File: config.mk
export PLATFORM = sky130hd
export DESIGN_NAME = clock_select_ctrl_flat
export DESIGN_NICKNAME = d
export VERILOG_FILES = /design/src/rtl/clock_select_ctrl_if.sv /design/src/rtl/clock_select_ctrl.sv /design/src/flat_wrapper.sv
export SDC_FILE = /design/constraint.sdc
export NUM_CORES = 1
export LEC_CHECK = 0
export CORE_ASPECT_RATIO = 1.25
export CORE_MARGIN = 5
export CORE_UTILIZATION = 50
export DETAILED_ROUTE_END_ITERATION = 6
export GPL_TIMING_DRIVEN = 0
export PLACE_DENSITY_LB_ADDON = 0.08
export SLEW_MARGIN = 20
export SYNTH_ARGS = -nofsm -noshare
export SYNTH_HDL_FRONTEND = slang
export SYNTH_SLANG_ARGS = --single-unit
File: constraint.sdc
create_clock -name clk -period 4.8 [get_ports clk]
set_input_delay 0.72 -clock clk [delete_from_list [all_inputs] [get_ports clk]]
set_output_delay 0.72 -clock clk [all_outputs]
set_load 0.03 [all_outputs]
File: src/rtl/clock_select_ctrl_if.sv
// Request handshake into the clock-select sequencer: a binary clock index
// carried with valid/ready. The master drives req_valid and req_sel; the
// slave (the sequencer) returns req_ready. A request is taken when
// req_valid & req_ready are both high at a clock edge.
interface clock_select_ctrl_if #(
    parameter int SEL_W = 2
);
    logic             req_valid;
    logic [SEL_W-1:0] req_sel;
    logic             req_ready;

    modport master (
        output req_valid,
        output req_sel,
        input  req_ready
    );

    modport slave (
        input  req_valid,
        input  req_sel,
        output req_ready
    );
endinterface

File: src/rtl/clock_select_ctrl.sv
// Sequencer that drives the one-hot select of a downstream glitch-free clock mux.
// Latency: a switch shows all-zero select for OFF_CYCLES cycles, then the new select
//   for ON_CYCLES cycles, then a one-cycle done pulse; same-index or bad-index requests answer next cycle.
// Backpressure: req_ready is low while a switch or the post-reset settle runs; a held request is taken on the first idle cycle.
//
// Ports: clk, reset_n (async active-low); req (request handshake, slave side);
//   clk_select (one-hot or zero), cur_sel, busy, done, err.
// Optional: define CLOCK_SELECT_CTRL_STATS_EN to add the switch_count output,
//   a saturating count of completed real switches.
module clock_select_ctrl #(
    parameter int NUM_CLOCKS  = 3,
    parameter int SEL_W       = 2,
    parameter int DEFAULT_SEL = 0,
    parameter int OFF_CYCLES  = 8,
    parameter int ON_CYCLES   = 8
) (
    input  logic                  clk,
    input  logic                  reset_n,
    clock_select_ctrl_if.slave    req,
    output logic [NUM_CLOCKS-1:0] clk_select,
    output logic [SEL_W-1:0]      cur_sel,
    output logic                  busy,
    output logic                  done,
    output logic                  err
`ifdef CLOCK_SELECT_CTRL_STATS_EN
    ,
    output logic [15:0]           switch_count
`endif
);

    localparam logic [1:0] ST_INIT     = 2'd0;
    localparam logic [1:0] ST_IDLE     = 2'd1;
    localparam logic [1:0] ST_DESELECT = 2'd2;
    localparam logic [1:0] ST_SETTLE   = 2'd3;

    localparam logic [7:0]            OFF_M1      = 8'(OFF_CYCLES - 1);
    localparam logic [7:0]            ON_M1       = 8'(ON_CYCLES - 1);
    localparam logic [SEL_W-1:0]      DEF_IDX     = SEL_W'(DEFAULT_SEL);
    localparam logic [NUM_CLOCKS-1:0] DEF_ONEHOT  = NUM_CLOCKS'(1) << DEFAULT_SEL;
    // One extra bit so the range check works even when 2**SEL_W == NUM_CLOCKS.
    localparam logic [SEL_W:0]        NUM_CLK_EXT = (SEL_W+1)'(NUM_CLOCKS);

    logic [1:0]       state;
    logic [7:0]       cnt;
    logic [SEL_W-1:0] target;

    function automatic logic [NUM_CLOCKS-1:0] onehot(input logic [SEL_W-1:0] idx);
        logic [NUM_CLOCKS-1:0] r;
        r = '0;
        for (int i = 0; i < NUM_CLOCKS; i++) begin
            if (idx == SEL_W'(i)) r[i] = 1'b1;
        end
        return r;
    endfunction

    logic accept;
    assign accept = req.req_valid && req.req_ready;

    always_ff @(posedge clk or negedge reset_n) begin
        if (!reset_n) begin
            state         <= ST_INIT;
            cnt           <= 8'd0;
            target        <= DEF_IDX;
            clk_select    <= DEF_ONEHOT;
            cur_sel       <= DEF_IDX;
            busy          <= 1'b1;
            req.req_ready <= 1'b0;
            done          <= 1'b0;
            err           <= 1'b0;
        end else begin
            done <= 1'b0;
            err  <= 1'b0;
            case (state)
                // The counter resets to 0, so the post-reset settle counts up
                // to ON_CYCLES-1 instead of down from it.
                ST_INIT: begin
                    if (cnt == ON_M1) begin
                        state         <= ST_IDLE;
                        cnt           <= 8'd0;
                        busy          <= 1'b0;
                        req.req_ready <= 1'b1;
                    end else begin
                        cnt <= cnt + 8'd1;
                    end
                end
                ST_IDLE: begin
                    if (accept) begin
                        if ({1'b0, req.req_sel} >= NUM_CLK_EXT) begin
                            err <= 1'b1;
                        end else if (req.req_sel == cur_sel) begin
                            done <= 1'b1;
                        end else begin
                            target        <= req.req_sel;
                            state         <= ST_DESELECT;
                            cnt           <= OFF_M1;
                            clk_select    <= '0;
                            busy          <= 1'b1;
                            req.req_ready <= 1'b0;
                        end
                    end
                end
                ST_DESELECT: begin
                    if (cnt == 8'd0) begin
                        state      <= ST_SETTLE;
                        cnt        <= ON_M1;
                        clk_select <= onehot(target);
                        cur_sel    <= target;
                    end else begin
                        cnt <= cnt - 8'd1;
                    end
                end
                ST_SETTLE: begin
                    if (cnt == 8'd0) begin
                        state         <= ST_IDLE;
                        busy          <= 1'b0;
                        req.req_ready <= 1'b1;
                        done          <= 1'b1;
                    end else begin
                        cnt <= cnt - 8'd1;
                    end
                end
                default: begin
                    state         <= ST_INIT;
                    cnt           <= 8'd0;
                    target        <= DEF_IDX;
                    clk_select    <= DEF_ONEHOT;
                    cur_sel       <= DEF_IDX;
                    busy          <= 1'b1;
                    req.req_ready <= 1'b0;
                end
            endcase
        end
    end

`ifdef CLOCK_SELECT_CTRL_STATS_EN
    // Only the end of a real deselect/settle sequence counts as a switch.
    always_ff @(posedge clk or negedge reset_n) begin
        if (!reset_n) begin
            switch_count <= 16'd0;
        end else if (state == ST_SETTLE && cnt == 8'd0 && switch_count != 16'hFFFF) begin
            switch_count <= switch_count + 16'd1;
        end
    end
`endif

endmodule

File: src/flat_wrapper.sv
// flat-port wrapper written by rule: the top's interface ports become plain ports
module clock_select_ctrl_flat 
#(
    parameter int NUM_CLOCKS  = 3,
    parameter int SEL_W       = 2,
    parameter int DEFAULT_SEL = 0,
    parameter int OFF_CYCLES  = 8,
    parameter int ON_CYCLES   = 8
)
  (clk, reset_n, clk_select, cur_sel, busy, done, err, req_req_valid, req_req_sel, req_req_ready);
  clock_select_ctrl_if #(.SEL_W(SEL_W)) req_i ();
  input  logic clk;
  input  logic reset_n;
  output logic [NUM_CLOCKS-1:0] clk_select;
  output logic [SEL_W-1:0] cur_sel;
  output logic busy;
  output logic done;
  output logic err;
  input wire logic [$bits(req_i.req_valid)-1:0] req_req_valid;
  input wire logic [$bits(req_i.req_sel)-1:0] req_req_sel;
  output wire logic [$bits(req_i.req_ready)-1:0] req_req_ready;
  assign req_i.req_valid = req_req_valid;
  assign req_i.req_sel = req_req_sel;
  assign req_req_ready = req_i.req_ready;
  clock_select_ctrl #(.NUM_CLOCKS(NUM_CLOCKS), .SEL_W(SEL_W), .DEFAULT_SEL(DEFAULT_SEL), .OFF_CYCLES(OFF_CYCLES), .ON_CYCLES(ON_CYCLES)) u_core (.clk(clk), .reset_n(reset_n), .req(req_i), .clk_select(clk_select), .cur_sel(cur_sel), .busy(busy), .done(done), .err(err));
endmodule
==> run_results.csv <==
group,metric,value,unit
outcome,status,"complete, no violations",
logic_synthesis,synth-seq-cells,21,
critical_path,startpoint_type,"input port",
logic_synthesis,yosysTopAreaCellShare,0.331,
critical_path,endpoint_kind,"flip-flop",
critical_path,required,5.01,ns
clock_network,htree_num_levels,1,
pwr,pwr-share-clk,0.078,
clock_network,cts.sinks,21,
finish,nets,183,
logic_synthesis,ys_sh_adder,0.0785,
logic_synthesis,synth_cells,151,
detailed_routing,drt_iter0_markers,61,
clock_network,postCtsHoldBufs,0,
die,design.portCount,14,
clock_network,cts_tree,"done",
clock_network,clk_pin_slew,0.12,ns
global_route,overflow,0,
die,taps,34,
logic_synthesis,synth_seq_share,0.368,
pwr,p_int,0.577,mW
finish,buf_share,0.103,
finish,inverters_excl_clock,10,
clock_network,cts_root_buf,"clkbuf_4",
detailed_routing,avgViaCountPerCell,6.07,
critical_path,crit_path_max_fanout,7,
die,die_h,69.9,µm
die,core_area,0.00273,mm²
final_timing,fin_crit,2.65,ns
logic_synthesis,area_leaders,"dfrtp_1 (33%), ha_1 (7.8%), mux2_2 (3.9%)",
critical_path,critPathArrivalTime,2.86,ns
logic_synthesis,yosysWarnings,0,
final_timing,rsz0062_at_grt,"no",
clock_network,postCtsSetupBuffers,0,
logic_synthesis,ys_sh_xor,0.0122,
pwr,p_leak,0.713,nW
clock_network,worstSkewPairLatency,0.31,ns
logic_synthesis,yosysChipArea,0.00144,mm²
final_timing,fmax,0.377,GHz
die,die_x,57.9,µm
flow_run,cap_violations,0,
final_timing,maxSlewHeadroom,0.358,
logic_synthesis,ys_sh_aoi,0.241,
finish,clockNetworkAreaShare,0.0168,
detailed_routing,antenna_left,0,
placed_design,portBuffers,13,
finish,largestRegisters,"u_core.cnt (8), u_core.clk_select (3)",
global_route,grt_max_degree,22,
final_timing,finalSetupViolCount,0,
stage by stage:
step / hold WS [ns] / cells / utilization / worst slack, ns / cell area, µm²
after global routing: 0.526 / 202 / 0.598 / 2.05 / 1640
after CTS: 0.500 / 202 / 0.598 / 2.14 / 1640
after detailed placement: 0.471 / 198 / 0.588 / 1.80 / 1610
after floorplan: 0.424 / 151 / - / 2.59 / 1440
final: 0.497 / 202 / 0.598 / 2.15 / 1640
after global placement: 0.463 / 198 / 0.588 / 1.83 / 1610
path summary, 6_finish.rpt:
path / from / end / slack, ns / depth (start not counted)
max: req_req_sel[0] / u_core.cnt[0] / 2.15 / 5
min: u_core.clk_select[2] / u_core.clk_select[2] / 0.50 / 1
max reg2reg: u_core.cnt[0] / u_core.cnt[0] / 2.44 / 6
min reg2reg: u_core.clk_select[2] / u_core.clk_select[2] / 0.50 / 1
max in group asynchronous: reset_n / u_core.cnt[3] / 3.30 / 1
min in group asynchronous: reset_n / u_core.cur_sel[1] / 0.93 / 1
placed cells by master, fill, tap and decap left out, types with 5 or more instances in the layout:
| cell type | instances |
|---|---|
| nor2_1 | 11 |
| nand2_1 | 11 |
| mux2_2 | 5 |
| clkbuf_1 | 6 |
| o21ai_0 | 5 |
| a21oi_1 | 7 |
| dfrtp_1 | 19 |
| clkdlybuf4s50_1 | 13 |
| nand3_1 | 5 |
| ha_1 | 9 |
| inv_1 | 10 |
worst max-delay path, stage by stage:
cell,delay [ns]
clkdlybuf4s50_1,0.52
or2_2,0.35
o221a_2,0.32
a21oi_1,0.53
mux2_2,0.41
metal layers:
layer	track usage	wire (µm)	vias to the layer above
li1	-	-	610
met1	0.232	1540	588
met2	0.269	1540	24
met3	0.0184	120	5
met4	0.0567	46	0
met5	0	0	-
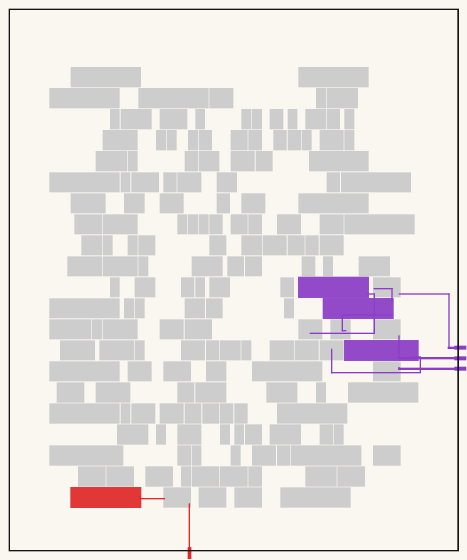
(nets reached from selected ports)
| port | colour | direction | end cells | buffers | wire |
|---|---|---|---|---|---|
| err | red | output | 1 | 1 | 9.20 µm |
| clk_select | purple | output | 3 | 3 | 76.2 µm |

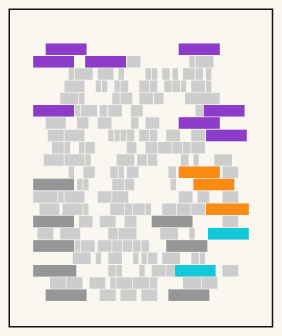
(where the registers sit)
Other sequential cells in the stronger grey, the rest of the logic in the fainter grey.
| netlist name | colour | flops |
|---|---|---|
| u_core.cnt | purple | 8 |
| u_core.clk_select | orange | 3 |
| u_core.cur_sel | cyan | 2 |
register share of the cell area: 0.323
Sequential Power: 0.312 mW
Core Util, Final: 0.598
FF+latch area: 528 µm²

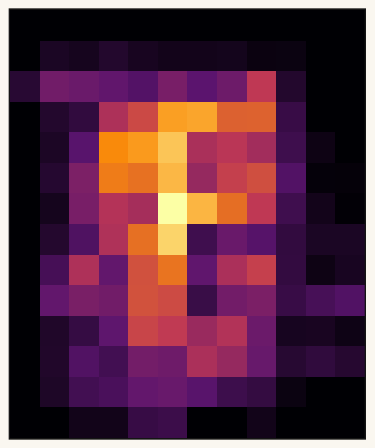
(wire density map)
12 x 14 tiles, from black (low) to pale yellow (high), scaled to the fullest tile. Values are wire area over tile area, all layers added.
mean over tiles: 0.13
fullest tile: 0.54
nearly empty tiles: 25%
tiles over half the peak: 16%
densest ninth of the die: middle
total number of vias: 1,227
final wirelength: 3250 µm
post-DR wirelength/cell: 16.1 µm
GRT Total Usage: 0.168

No activity file was given, so power comes from the tool's default toggle rates.
